File: config.mk
export PLATFORM = sky130hd
export DESIGN_NAME = instr_encoder_loader
export DESIGN_NICKNAME = d
export VERILOG_FILES = /design/src/rtl/instr_encoder_loader_pkg.sv /design/src/rtl/instr_encoder_loader_encode.sv /design/src/rtl/instr_encoder_loader.sv
export SDC_FILE = /design/constraint.sdc
export NUM_CORES = 1
export LEC_CHECK = 0
export CAP_MARGIN = 20
export CORE_UTILIZATION = 50
export CTS_BUF_LIST = sky130_fd_sc_hd__clkbuf_4 sky130_fd_sc_hd__clkbuf_8
export DETAILED_ROUTE_END_ITERATION = 10
export DONT_BUFFER_PORTS = 1
export PLACE_DENSITY = 0.69
export SLEW_MARGIN = 20
export SYNTH_ARGS = -nofsm -noshare
export SYNTH_HDL_FRONTEND = slang
export SYNTH_SLANG_ARGS = --single-unit
File: constraint.sdc
create_clock -name clk -period 2.94 [get_ports clk]
set_input_delay 0.588 -clock clk [delete_from_list [all_inputs] [get_ports clk]]
set_output_delay 0.588 -clock clk [all_outputs]
set_load 0.02 [all_outputs]
File: src/rtl/instr_encoder_loader_pkg.sv
// Purpose: shared mnemonic codes, opcode/funct values and field layout for the instruction encoder/loader.
// Latency: n/a (types, constants and pure helper functions only).
// Backpressure: n/a.
package instr_encoder_loader_pkg;

  // Mnemonic codes presented on in_mnem; 23-31 are illegal.
  typedef enum logic [4:0] {
    MN_ADD  = 5'd0,  MN_SUB  = 5'd1,  MN_AND  = 5'd2,  MN_OR   = 5'd3,
    MN_NOR  = 5'd4,  MN_XOR  = 5'd5,  MN_SLT  = 5'd6,  MN_SGT  = 5'd7,
    MN_JR   = 5'd8,  MN_SLL  = 5'd9,  MN_SRL  = 5'd10, MN_XORI = 5'd11,
    MN_ADDI = 5'd12, MN_ORI  = 5'd13, MN_BEQ  = 5'd14, MN_BNE  = 5'd15,
    MN_JAL  = 5'd16, MN_LW   = 5'd17, MN_SW   = 5'd18, MN_ANDI = 5'd19,
    MN_J    = 5'd20, MN_SLTI = 5'd21, MN_NOP  = 5'd22
  } mnem_e;

  typedef enum logic [1:0] {
    ST_IDLE  = 2'd0,
    ST_LOAD  = 2'd1,
    ST_DRAIN = 2'd2,
    ST_DONE  = 2'd3
  } state_e;

  // Opcodes, matching the controller's decode table.
  localparam logic [5:0] OP_RTYPE = 6'b000000;
  localparam logic [5:0] OP_XORI  = 6'b001110;
  localparam logic [5:0] OP_ADDI  = 6'b001000;
  localparam logic [5:0] OP_ORI   = 6'b001101;
  localparam logic [5:0] OP_BEQ   = 6'b000100;
  localparam logic [5:0] OP_BNE   = 6'b000101;
  localparam logic [5:0] OP_LW    = 6'b100011;
  localparam logic [5:0] OP_SW    = 6'b101011;
  localparam logic [5:0] OP_ANDI  = 6'b001100;
  localparam logic [5:0] OP_SLTI  = 6'b001010;
  localparam logic [5:0] OP_JAL   = 6'b000011;
  localparam logic [5:0] OP_J     = 6'b000010;

  // R-type funct values.
  localparam logic [5:0] FN_ADD = 6'b100000;
  localparam logic [5:0] FN_SUB = 6'b100010;
  localparam logic [5:0] FN_AND = 6'b100100;
  localparam logic [5:0] FN_OR  = 6'b100101;
  localparam logic [5:0] FN_NOR = 6'b100111;
  localparam logic [5:0] FN_XOR = 6'b100110;
  localparam logic [5:0] FN_SLT = 6'b101010;
  localparam logic [5:0] FN_SGT = 6'b110000;
  localparam logic [5:0] FN_JR  = 6'b001000;
  localparam logic [5:0] FN_SLL = 6'b000000;
  localparam logic [5:0] FN_SRL = 6'b000010;

  // Field LSB positions inside the 32-bit word.
  localparam int OP_LSB = 26;
  localparam int RS_LSB = 21;
  localparam int RT_LSB = 16;
  localparam int RD_LSB = 11;
  localparam int SH_LSB = 6;

  // Raw instruction fields as presented by the loader's producer.
  typedef struct packed {
    logic [4:0]  rs;
    logic [4:0]  rt;
    logic [4:0]  rd;
    logic [4:0]  shamt;
    logic [15:0] imm;
    logic [25:0] target;
  } fields_t;

  function automatic logic [31:0] r_word(input logic [4:0] rs, input logic [4:0] rt,
                                         input logic [4:0] rd, input logic [4:0] shamt,
                                         input logic [5:0] funct);
    logic [31:0] w;
    w = '0;
    w[OP_LSB +: 6] = OP_RTYPE;
    w[RS_LSB +: 5] = rs;
    w[RT_LSB +: 5] = rt;
    w[RD_LSB +: 5] = rd;
    w[SH_LSB +: 5] = shamt;
    w[5:0]         = funct;
    return w;
  endfunction

  function automatic logic [31:0] i_word(input logic [5:0] op, input logic [4:0] rs,
                                         input logic [4:0] rt, input logic [15:0] imm);
    logic [31:0] w;
    w = '0;
    w[OP_LSB +: 6] = op;
    w[RS_LSB +: 5] = rs;
    w[RT_LSB +: 5] = rt;
    w[15:0]        = imm;
    return w;
  endfunction

  function automatic logic [31:0] j_word(input logic [5:0] op, input logic [25:0] target);
    logic [31:0] w;
    w = '0;
    w[OP_LSB +: 6] = op;
    w[25:0]        = target;
    return w;
  endfunction

endpackage

File: src/rtl/instr_encoder_loader_encode.sv
// Purpose: maps a mnemonic plus raw fields to a 32-bit instruction word and an illegal flag.
// Latency: purely combinational.
// Backpressure: none; evaluated every cycle, the caller decides when to use the result.
// Ports: mnem (5b code), fields (packed rs/rt/rd/shamt/imm/target), word (encoded), illegal (code 23-31).
module instr_encode
  import instr_encoder_loader_pkg::*;
(
  input  logic [4:0]  mnem,
  input  fields_t     fields,
  output logic [31:0] word,
  output logic        illegal
);

  always_comb begin
    word    = '0;
    illegal = 1'b0;
    case (mnem)
      // Three-register ALU ops never carry a shift amount.
      MN_ADD:  word = r_word(fields.rs, fields.rt, fields.rd, 5'd0, FN_ADD);
      MN_SUB:  word = r_word(fields.rs, fields.rt, fields.rd, 5'd0, FN_SUB);
      MN_AND:  word = r_word(fields.rs, fields.rt, fields.rd, 5'd0, FN_AND);
      MN_OR:   word = r_word(fields.rs, fields.rt, fields.rd, 5'd0, FN_OR);
      MN_NOR:  word = r_word(fields.rs, fields.rt, fields.rd, 5'd0, FN_NOR);
      MN_XOR:  word = r_word(fields.rs, fields.rt, fields.rd, 5'd0, FN_XOR);
      MN_SLT:  word = r_word(fields.rs, fields.rt, fields.rd, 5'd0, FN_SLT);
      MN_SGT:  word = r_word(fields.rs, fields.rt, fields.rd, 5'd0, FN_SGT);
      MN_JR:   word = r_word(fields.rs, 5'd0, 5'd0, 5'd0, FN_JR);
      // Shifts take their source from rt; rs is not part of the encoding.
      MN_SLL:  word = r_word(5'd0, fields.rt, fields.rd, fields.shamt, FN_SLL);
      MN_SRL:  word = r_word(5'd0, fields.rt, fields.rd, fields.shamt, FN_SRL);
      MN_XORI: word = i_word(OP_XORI, fields.rs, fields.rt, fields.imm);
      MN_ADDI: word = i_word(OP_ADDI, fields.rs, fields.rt, fields.imm);
      MN_ORI:  word = i_word(OP_ORI,  fields.rs, fields.rt, fields.imm);
      MN_BEQ:  word = i_word(OP_BEQ,  fields.rs, fields.rt, fields.imm);
      MN_BNE:  word = i_word(OP_BNE,  fields.rs, fields.rt, fields.imm);
      MN_LW:   word = i_word(OP_LW,   fields.rs, fields.rt, fields.imm);
      MN_SW:   word = i_word(OP_SW,   fields.rs, fields.rt, fields.imm);
      MN_ANDI: word = i_word(OP_ANDI, fields.rs, fields.rt, fields.imm);
      MN_SLTI: word = i_word(OP_SLTI, fields.rs, fields.rt, fields.imm);
      MN_JAL:  word = j_word(OP_JAL, fields.target);
      MN_J:    word = j_word(OP_J,   fields.target);
      MN_NOP:  word = '0;
      default: illegal = 1'b1;
    endcase
  end

endmodule

File: src/rtl/instr_encoder_loader.sv
// Purpose: encodes one instruction per accepted transfer and writes it sequentially into instruction memory.
// Latency: 1 cycle from accept (in_valid && in_ready) to imem_we; sustained 1 word/cycle.
// Backpressure: in_ready low outside LOAD, when DEPTH words are written, or while start is asserted.
// Ports: start/finish session pulses; in_* instruction fields with valid/ready; imem_we/addr/wdata write port;
//        count (words written), busy (LOAD/DRAIN), done (DONE), err_illegal (sticky illegal mnemonic).
module instr_encoder_loader
  import instr_encoder_loader_pkg::*;
#(
  parameter int ADDR_W    = 8,
  parameter int DEPTH     = 256,
  parameter int BASE_ADDR = 0
) (
  input  logic              clk,
  input  logic              rst,
  input  logic              start,
  input  logic              finish,
  input  logic              in_valid,
  output logic              in_ready,
  input  logic [4:0]        in_mnem,
  input  logic [4:0]        in_rs,
  input  logic [4:0]        in_rt,
  input  logic [4:0]        in_rd,
  input  logic [4:0]        in_shamt,
  input  logic [15:0]       in_imm,
  input  logic [25:0]       in_target,
  output logic              imem_we,
  output logic [ADDR_W-1:0] imem_addr,
  output logic [31:0]       imem_wdata,
  output logic [ADDR_W:0]   count,
  output logic              busy,
  output logic              done,
  output logic              err_illegal
);

  state_e      state;
  fields_t     fields;
  logic [31:0] enc_word;
  logic        enc_illegal;
  logic        xfer;
  logic        xfer_write;

  assign fields = '{rs: in_rs, rt: in_rt, rd: in_rd, shamt: in_shamt,
                    imm: in_imm, target: in_target};

  instr_encode u_encode (
    .mnem    (in_mnem),
    .fields  (fields),
    .word    (enc_word),
    .illegal (enc_illegal)
  );

  // start has priority over any transfer, so hold off acceptance in that cycle
  // rather than silently discarding a handshake that the restart would clear.
  // Count only advances on real writes, so it doubles as the accepted-word count.
  assign in_ready   = (state == ST_LOAD) && !start && (count < (ADDR_W+1)'(DEPTH));
  assign xfer       = in_valid && in_ready;
  assign xfer_write = xfer && !enc_illegal;

  assign busy = (state == ST_LOAD) || (state == ST_DRAIN);
  assign done = (state == ST_DONE);

  always_ff @(posedge clk or posedge rst) begin
    if (rst) begin
      state       <= ST_IDLE;
      imem_we     <= 1'b0;
      imem_addr   <= ADDR_W'(BASE_ADDR);
      imem_wdata  <= '0;
      count       <= '0;
      err_illegal <= 1'b0;
    end else begin
      // Write strobe lasts exactly the cycle after an accept.
      imem_we <= 1'b0;
      if (start) begin
        // A write registered last cycle is already on the bus, so it completes at its old address.
        state       <= ST_LOAD;
        count       <= '0;
        err_illegal <= 1'b0;
      end else begin
        case (state)
          ST_IDLE: ;
          ST_LOAD: begin
            if (xfer) begin
              if (enc_illegal) begin
                err_illegal <= 1'b1;
              end else begin
                imem_we    <= 1'b1;
                imem_addr  <= ADDR_W'(BASE_ADDR) + count[ADDR_W-1:0];
                imem_wdata <= enc_word;
                count      <= count + (ADDR_W+1)'(1);
              end
            end
            if (finish) begin
              state <= xfer_write ? ST_DRAIN : ST_DONE;
            end
          end
          ST_DRAIN: state <= ST_DONE;
          ST_DONE:  ;
          default:  state <= ST_IDLE;
        endcase
      end
    end
  end

endmodule
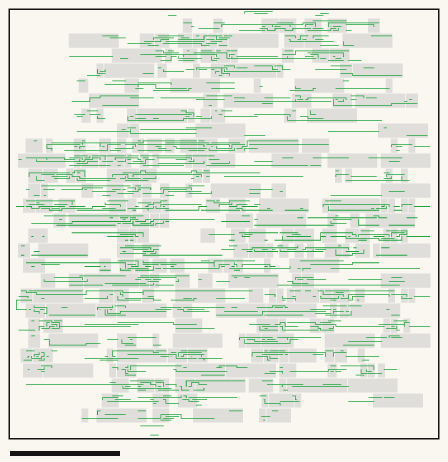
run_1/met1.png
The bar under the picture is 20 um long. Cells faint in the background.
wire length on this layer: 2860 um
share of all routed wire: 41%
routed wire length: 6.92 mm
routing usage on met1: 0.323

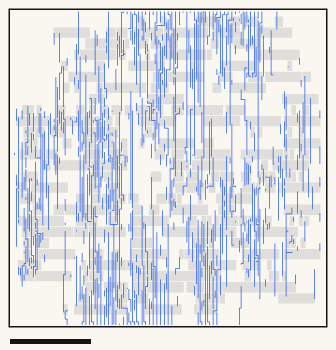
run_1/met2.png
The bar under the picture is 20 um long. Cells faint in the background.
share of all routed wire: 50%
longest straight run: 38.4 um
nets with wire on the layer: 302
main direction: vertical
wire length on this layer: 3430 um
M2 GR Usage: 0.385
total number of vias: 2321

==> CHANGELOG.md, run 1 <==
### Metrics

- TritonCTS buffer count: 5
- Total of max-cap violations: 0
- Setup violators final: 0
- Logic inverters: 9
- VDD IR max: 0.000239 V
- Slew @ Worst Pin: 0.847 ns
- Flip-flops: 52
- Clock slew at reported path FFs: 0.09 ns
- Setup bufs post-CTS: 0
- Remaining antenna violation count: 0
- First-pass iteration count of the detailed router: 4
- Slew HR: 0.429
- CTS resizes: 0
- H-tree Lvls: 2
- Clock share of power: 0.284
- M1 WL: 2.86 mm
- Worst-Skew Late Latency: 0.30 ns
- Cell area leaders: dfrtp_1, a221o_1, nand2_1, a211oi_1, a21oi_1
- Ant. Diodes: 0
- Num Clock Sinks: 52
- Final Cycle Share: 0.752
- Post-synth EDFFs: 0
- Sum Neg Setup Slack: 0 ns
- CP Capture Type: primary output
- Combinational cell power: 241 uW
- R2r startpoint: state[1]
- Unrepaired setup endpoints after global routing: no
- Seq/total area: 0.433
- Cell family with most CP delay: simple AND/OR/NAND/NOR gates
- Top-area cell share: 0.455
- Combinational share of power: 0.139
- Die area: 6030 um^2
- Power share of the sequential group: 0.577
- Nets at Floorplan: 372
- Worst Path Buf+Inv: 1
- Post-synth regs: 52
- Gate Area: 1410 um^2
- Power Total: 1730 uW
- Clock buffer depth: 2
- WL met3: 524 um
- Total core area: 5510 um^2
- Vias in the first global route: 2219
- Rows: 27
- Crit path from: state[1]
- Max frequency: 453 MHz
- Die H: 77.6 um
- Log Warnings: 28
- Mapped Cells: 296
- Average size of a mapped cell: 9.66 um^2
- Pin count of the biggest net entering global routing: 35
- Number of remaining DRC errors: 0
- Critical-path top delay cell: nor3b_1
- Die X: 77.6 um
- Post-DP Area: 2890 um^2
- Largest regs: imem_wdata x31, count x9, imem_addr x8
- Seq pwr: 1000 uW
- Final Max Tran Viols: 0
- HPWL after DPL: 4.92 mm
- Area reported by Yosys stat: 2860 um^2
- Detail Route met2 WL: 3.43 mm
- Async SR Flop Fraction: 1.00
- DP Cell Count: 351
- Logic share of the area: 0.469
- Simple-Gate Area Share: 0.189
- Floorplan utilization: 0.519
- Mux frac, synth: 0.00744
- Post-synth cell types: 53
- GRT overflow: 0
- Clock buffer cells: 6
- Critical path required time: 2.35 ns
- Final hold violation count: 0
- CP peak stage delay: 0.62 ns
- Mi-comb count: 210
- WP depth: 3
- Synth Warn #: 0
- Tmin final: 2.21 ns
- Switch Pwr: 545 uW
- End point of the critical path: in_ready
- # Taps: 72
- Worst reg-to-reg setup slack: 0.79 ns
- Reg2Reg Depth: 8
- Outcome: finished, final reports clean
- Fillers: 504
- Synth logic family: AND-OR/OR-AND gates
- Top reg by flops: imem_wdata
- Clock Power: 491 uW
- CP Launch Type: flop
- Synth Area in Adders: 0.0175
- Worst hold path type: input pin to async pin
- Post-route cell area: 3010 um^2
- Placer Congestion: 0.831
- PwrDens: 576 nW/um^2
- R2r endpoint: imem_wdata[4]
- Initial antenna violation count: 0
- Main synth FF type: dfrtp_1
- Synth Seq Share: 0.455
- CP Max Fanout: 5
- Max layer used: met4
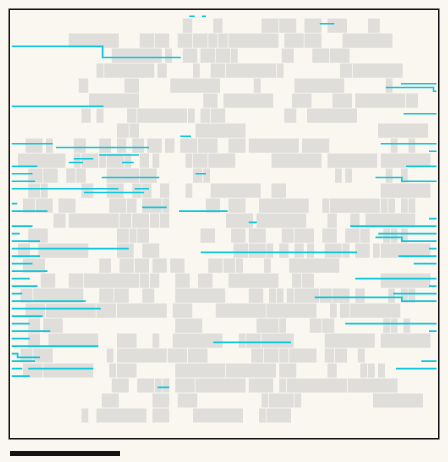
run_1/met3.png
The bar under the picture is 20 um long. Cells faint in the background.
main direction: horizontal
longest straight run: 28.1 um
share of all routed wire: 7.6%
nets with wire on the layer: 62
met3 Use GR: 0.0765

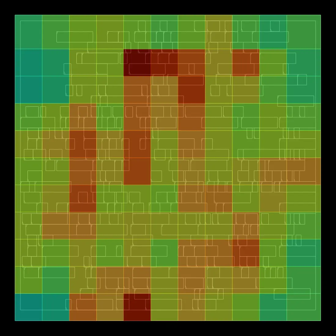
run_1/final_congestion.png
final core utilization: 0.546
All-Layer GR Usage: 0.245
Top Usage Layer GRT: met2
routed length per instance: 19.3 um

run 1: placed cells by master, fill, tap and decap left out, types with 2 or more instances in the layout:
cell	n
xnor2_1	2
nand2_1	39
a22o_1	7
buf_4	8
o31ai_1	7
a21oi_1	15
nor2_1	17
nand4_1	2
o32ai_1	4
nand3_1	3
and3_1	6
a211oi_1	10
nand3b_1	3
and2_1	5
nor3b_1	2
a31oi_1	4
nor3_1	4
dfrtp_1	52
and2_0	2
nand2b_1	7
ha_1	4
a221o_1	18
o21ai_0	12
inv_1	8
clkbuf_8	5
nor2b_1	4
a32oi_1	8
a21o_1	3
run 1: stage by stage:
stage / setup WS (ns) / hold WS [ns]
CTS: 0.723 / 0.147
global placement: 0.839 / 0.481
global route: 0.609 / 0.163
finish: 0.730 / 0.142
floorplan: 0.964 / 0.517
detailed placement: 0.813 / 0.481
--- run 2 (diff from run 1) ---
==> constraint.sdc (replaced) <==
create_clock -name clk -period 2.05 [get_ports clk]
set_input_delay 0.41 -clock clk [delete_from_list [all_inputs] [get_ports clk]]
set_output_delay 0.41 -clock clk [all_outputs]
set_load 0.02 [all_outputs]
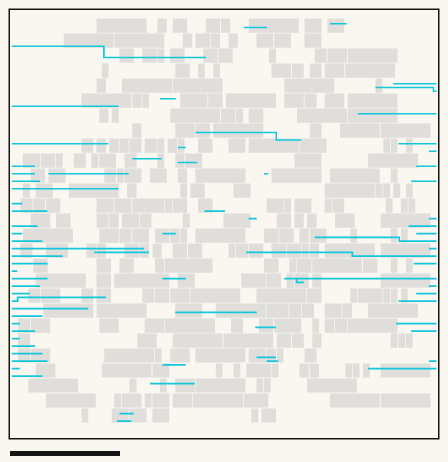
run_2/met3.png
The bar under the picture is 20 um long. Cells faint in the background.
share of all routed wire: 7.9%
nets with wire on the layer: 64
wire length on this layer: 540 um
routed wire length: 6.86 mm
total number of vias: 2313
met3 Use GR: 0.0659

==> CHANGELOG.md, run 2 <==
### Metrics

- Outcome: finished, final reports clean (unchanged)
- Top Usage Layer GRT: met2 (unchanged)
- Ant. Diodes: 0 (unchanged)
- Rows: 27 (unchanged)
- Tmin final: 1.83 ns
- Synth Area in Adders: 0.0175 (unchanged)
- Total of max-cap violations: 0 (unchanged)
- Post-route cell area: 3080 um^2 (was 3010 um^2)
- R2r startpoint: state[1] (unchanged)
- VDD IR max: 0.000427 V (was 0.000239 V)
- Post-DP Area: 2970 um^2 (was 2890 um^2)
- Combinational share of power: 0.155 (was 0.139)
- Placer Congestion: 0.807 (was 0.831)
- HPWL after DPL: 5.08 mm (was 4.92 mm)
- M2 GR Usage: 0.396 (was 0.385)
- Sum Neg Setup Slack: 0 ns (unchanged)
- DP Cell Count: 360 (was 351)
- Top reg by flops: imem_wdata (unchanged)
- Mapped Cells: 296 (unchanged)
- Total core area: 5510 um^2 (unchanged)
- GRT overflow: 0 (unchanged)
- Routed length per instance: 18.6 um (was 19.3 um)
- Final WS setup: 0.217 ns (was 0.730 ns)
- Combinational cell power: 373 uW (was 241 uW)
- First-pass iteration count of the detailed router: 4 (unchanged)
- Clock Power: 607 uW (was 491 uW)
- Die H: 77.6 um (unchanged)
- Power share of the sequential group: 0.593 (was 0.577)
- Critical-path top delay cell: dfrtp_1 (was nor3b_1)
- Seq pwr: 1430 uW (was 1000 uW)
- Async SR Flop Fraction: 1.00 (unchanged)
- Post-synth regs: 52 (unchanged)
- Setup bufs post-CTS: 0 (unchanged)
- Cell area leaders: dfrtp_1, a221o_1, nand2_1, a211oi_1, a21oi_1 (unchanged)
- Log Warnings: 28 (unchanged)
- Vias in the first global route: 2220 (was 2219)
- Final Cycle Share: 0.894
- Max frequency: 546 MHz
- Average size of a mapped cell: 9.66 um^2 (unchanged)
- Synth logic family: AND-OR/OR-AND gates (unchanged)
- Post-synth cell types: 53 (unchanged)
- Initial antenna violation count: 0 (unchanged)
- Remaining antenna violation count: 0 (unchanged)
- Die X: 77.6 um (unchanged)
- Routing usage on met1: 0.291 (was 0.323)
- Critical path required time: 1.64 ns (was 2.35 ns)
- Final Max Tran Viols: 0 (unchanged)
- Top-area cell share: 0.455 (unchanged)
- Post-synth EDFFs: 0 (unchanged)
- Pin count of the biggest net entering global routing: 31 (was 35)
- CP Max Fanout: 5 (unchanged)
- Synth Warn #: 0 (unchanged)
- Number of remaining DRC errors: 0 (unchanged)
- Unrepaired setup endpoints after global routing: no (unchanged)
- Die area: 6030 um^2 (unchanged)
- Final core utilization: 0.559 (was 0.546)
- CTS resizes: 0 (unchanged)
- Slew @ Worst Pin: 0.663 ns (was 0.847 ns)
- Gate Area: 1420 um^2 (was 1410 um^2)
- Fillers: 482 (was 504)
- Worst-Skew Late Latency: 0.30 ns (about the same)
- Max layer used: met4 (unchanged)
- All-Layer GR Usage: 0.237 (was 0.245)
- CP Capture Type: primary output (unchanged)
- Worst reg-to-reg setup slack: 0.22 ns (was 0.79 ns)
- Simple-Gate Area Share: 0.189 (unchanged)
- Reg2Reg Depth: 7 (was 8)
- Num Clock Sinks: 52 (unchanged)
- M1 WL: 2.79 mm (was 2.86 mm)
- Area reported by Yosys stat: 2860 um^2 (unchanged)
- Switch Pwr: 792 uW (was 545 uW)
- PwrDens: 782 nW/um^2 (was 576 nW/um^2)
- Dominant logic cell type in the layout: dfrtp_1 (unchanged)
- CP Launch Type: flop (unchanged)
- Most numerous logic cells after layout: dfrtp_1, nand2_1, a221o_1 (unchanged)
- Setup violators final: 0 (unchanged)
-- run 2: how the worst max path moves through the flow --
stage                   from             end  cells after the start
floorplan           state[0]   imem_wdata[6]                      7
global placement    state[1]  imem_wdata[24]                      6
detailed placement  state[1]  imem_wdata[21]                      6
CTS                 state[1]  imem_wdata[21]                      6
global route        state[1]        count[7]                      7
finish              state[1]        in_ready                      4
-- run 2: worst max-delay path: cells and delay by family (launching register included) --
kind	cells	cell delay (ns)
flip-flops	1	0.42
buffers and inverters	2	0.25
AND/OR/NAND/NOR	1	0.24
adder cells (fa/ha/maj)	1	0.21
-- run 2: area by class of cell --
class | instances | area share
clock inverter | 2 | 0.00487
inverter | 9 | 0.0110
clock buffer | 6 | 0.0268
sequential | 52 | 0.422
multi-input combinational | 210 | 0.460
tap | 72 | 0.0292
timing repair buffer | 17 | 0.0455
run_2/met1.png
The bar under the picture is 20 um long. Cells faint in the background.
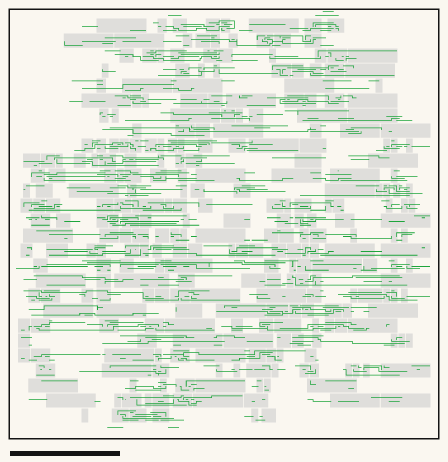

--- run 3 (diff from run 2) ---
--- a/config.mk
+++ b/config.mk
@@ -8,10 +8,13 @@
 export CAP_MARGIN = 20
 export CORE_UTILIZATION = 50
 export CTS_BUF_LIST = sky130_fd_sc_hd__clkbuf_4 sky130_fd_sc_hd__clkbuf_8
+export CTS_CLUSTER_SIZE = 25
 export DETAILED_ROUTE_END_ITERATION = 10
 export DONT_BUFFER_PORTS = 1
 export PLACE_DENSITY = 0.69
+export SKIP_CTS_REPAIR_TIMING = 1
 export SLEW_MARGIN = 20
 export SYNTH_ARGS = -nofsm -noshare
 export SYNTH_HDL_FRONTEND = slang
+export SYNTH_HIERARCHICAL = 1
 export SYNTH_SLANG_ARGS = --single-unit
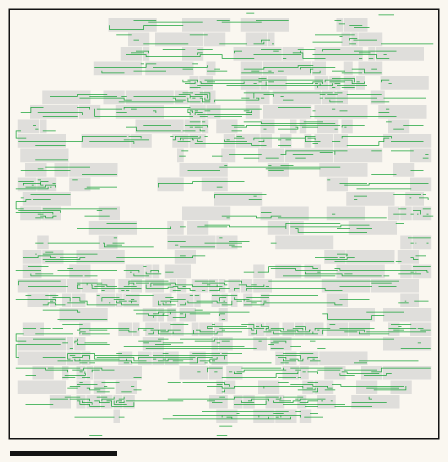
run_3/met1.png
The bar under the picture is 20 um long. Cells faint in the background.
longest straight run: 33.6 um
nets with wire on the layer: 305
wire length on this layer: 2960 um
share of all routed wire: 43%
total number of vias: 2205
routing usage on met1: 0.286
routed wire length: 6.93 mm

==> CHANGELOG.md, run 3 <==
### Metrics

- M2 GR Usage: 0.368 (was 0.396)
- Die area: 6450 um^2 (was 6030 um^2)
- Synth Area in Adders: 0.0163 (was 0.0175)
- Synth logic family: multiplexers (was AND-OR/OR-AND gates)
- R2r endpoint: imem_wdata[9] (was count[7])
- Slew @ Worst Pin: 0.726 ns (was 0.663 ns)
- Final WS setup: 0.104 ns (was 0.217 ns)
- Detail Route met2 WL: 3.32 mm (was 3.37 mm)
- Max layer used: met4 (unchanged)
- Floorplan utilization: 0.518 (was 0.519)
- Initial antenna violation count: 0 (unchanged)
- Reg2Reg Depth: 6 (was 7)
- Post-synth cell types: 54 (was 53)
- Async SR Flop Fraction: 1.00 (unchanged)
- Die X: 80.3 um (was 77.6 um)
- Top reg by flops: imem_wdata (unchanged)
- Dominant logic cell type in the layout: dfrtp_1 (unchanged)
- DP Cell Count: 343 (was 360)
- Largest regs: imem_wdata x32, count x9, imem_addr x8 (was imem_wdata x31, count x9, imem_addr x8)
- Sum Neg Setup Slack: 0 ns (unchanged)
- Clock Power: 711 uW (was 607 uW)
- R2r startpoint: state[1] (unchanged)
- Synth Warn #: 6 (was 0)
- TritonCTS buffer count: 5 (unchanged)
- Slew HR: 0.515 (was 0.555)
- Cell area leaders: dfrtp_1, mux2_2, a221o_1, mux2_1, a32o_1 (was dfrtp_1, a221o_1, nand2_1, a211oi_1, a21oi_1)
- Combinational share of power: 0.160 (was 0.155)
- Average size of a mapped cell: 11.2 um^2 (was 9.66 um^2)
- Worst hold path type: input pin to async pin (unchanged)
- Met3 Use GR: 0.0636 (was 0.0659)
- Final Max Tran Viols: 0 (unchanged)
- Synth Seq Share: 0.433 (was 0.455)
- Critical-path top delay cell: dfrtp_1 (unchanged)
- GRT overflow: 0 (unchanged)
- WL met3: 586 um (was 540 um)
- H-tree Lvls: 2 (unchanged)
- Max frequency: 514 MHz (was 546 MHz)
- Worst slack, placed: 0.133 ns (was 0.0966 ns)
- Worst-Skew Late Latency: 0.30 ns (about the same)
- Post-synth regs: 53 (was 52)
- Routed length per instance: 19.8 um (was 18.6 um)
- Mux frac, synth: 0.164 (was 0.00744)
- Switch Pwr: 881 uW (was 792 uW)
- Power Total: 2720 uW (was 2410 uW)
- Ant. Diodes: 0 (unchanged)
- Final Cycle Share: 0.949 (was 0.894)
- Total of max-cap violations: 0 (unchanged)
- VDD IR max: 0.000443 V (was 0.000427 V)
- Area reported by Yosys stat: 3070 um^2 (was 2860 um^2)
- Pin count of the biggest net entering global routing: 30 (was 31)
- HPWL after DPL: 5.12 mm (was 5.08 mm)
- Log Warnings: 28 (unchanged)
- Mapped Cells: 274 (was 296)
- Critical path required time: 2.23 ns (was 1.64 ns)
- CP Capture Type: flop (was primary output)
- Clock slew at reported path FFs: 0.10 ns (was 0.09 ns)
- Unrepaired setup endpoints after global routing: no (unchanged)
- Most numerous logic cells after layout: dfrtp_1, mux2_2, buf_4 (was dfrtp_1, nand2_1, a221o_1)
- CP Launch Type: flop (unchanged)
- Num Clock Sinks: 53 (was 52)
- Power share of the sequential group: 0.579 (was 0.593)
- CP peak stage delay: 0.42 ns (about the same)
- Tmin final: 1.95 ns (was 1.83 ns)
- Post-synth EDFFs: 0 (unchanged)
- All-Layer GR Usage: 0.222 (was 0.237)
- Aoi share: 0.164 (was 0.260)
- Rows: 28 (was 27)
- Clock share of power: 0.261 (was 0.252)
- Crit path from: state[1] (unchanged)
- Number of remaining DRC errors: 0 (unchanged)
- Final core utilization: 0.551 (was 0.559)
- Outcome: finished, final reports clean (unchanged)
- Simple-Gate Area Share: 0.161 (was 0.189)
- Top Usage Layer GRT: met2 (unchanged)
- Remaining antenna violation count: 0 (unchanged)
- Combinational cell power: 436 uW (was 373 uW)
- Die H: 80.3 um (was 77.6 um)
- Vias in the first global route: 2258 (was 2220)
- Top-area cell share: 0.433 (was 0.455)
- PwrDens: 834 nW/um^2 (was 782 nW/um^2)
- Final hold violation count: 0 (unchanged)
- Setup violators final: 0 (unchanged)
- M1 WL: 2.96 mm (was 2.79 mm)
- Worst reg-to-reg setup slack: 0.10 ns (was 0.22 ns)
- CP Max Fanout: 16 (was 5)
- Total core area: 5920 um^2 (was 5510 um^2)
- First-pass iteration count of the detailed router: 4 (unchanged)
- Placer Congestion: 0.812 (was 0.807)
==> run 3: area by class of cell <==
type / instances / area, um^2
clock buffer: 6 / 76.3
clock inverter: 2 / 38.8
fill: 509 / 2660
inverter: 11 / 41.3
multi-input combinational: 189 / 1560
sequential: 53 / 1330
tap: 75 / 93.8
timing repair buffer: 15 / 125
==> run 3: cells by family after synthesis <==
group | after synthesis
multiplexers | 45
AND-OR/OR-AND | 64
flip-flops | 53
AND/OR/NAND/NOR | 74
other | 1
XOR/XNOR | 1
buffers and inverters | 32
adder cells (fa/ha/maj) | 4
==> run 3: critical path: cells and delay by family (launching register included) <==
family	cells	cell delay, ns
buffers and inverters	2	0.33
and+or+nand+nor	2	0.45
DFF	1	0.42
adders and majority gates	1	0.26
muxes	1	0.37
Power and IR drop assume default switching activity.
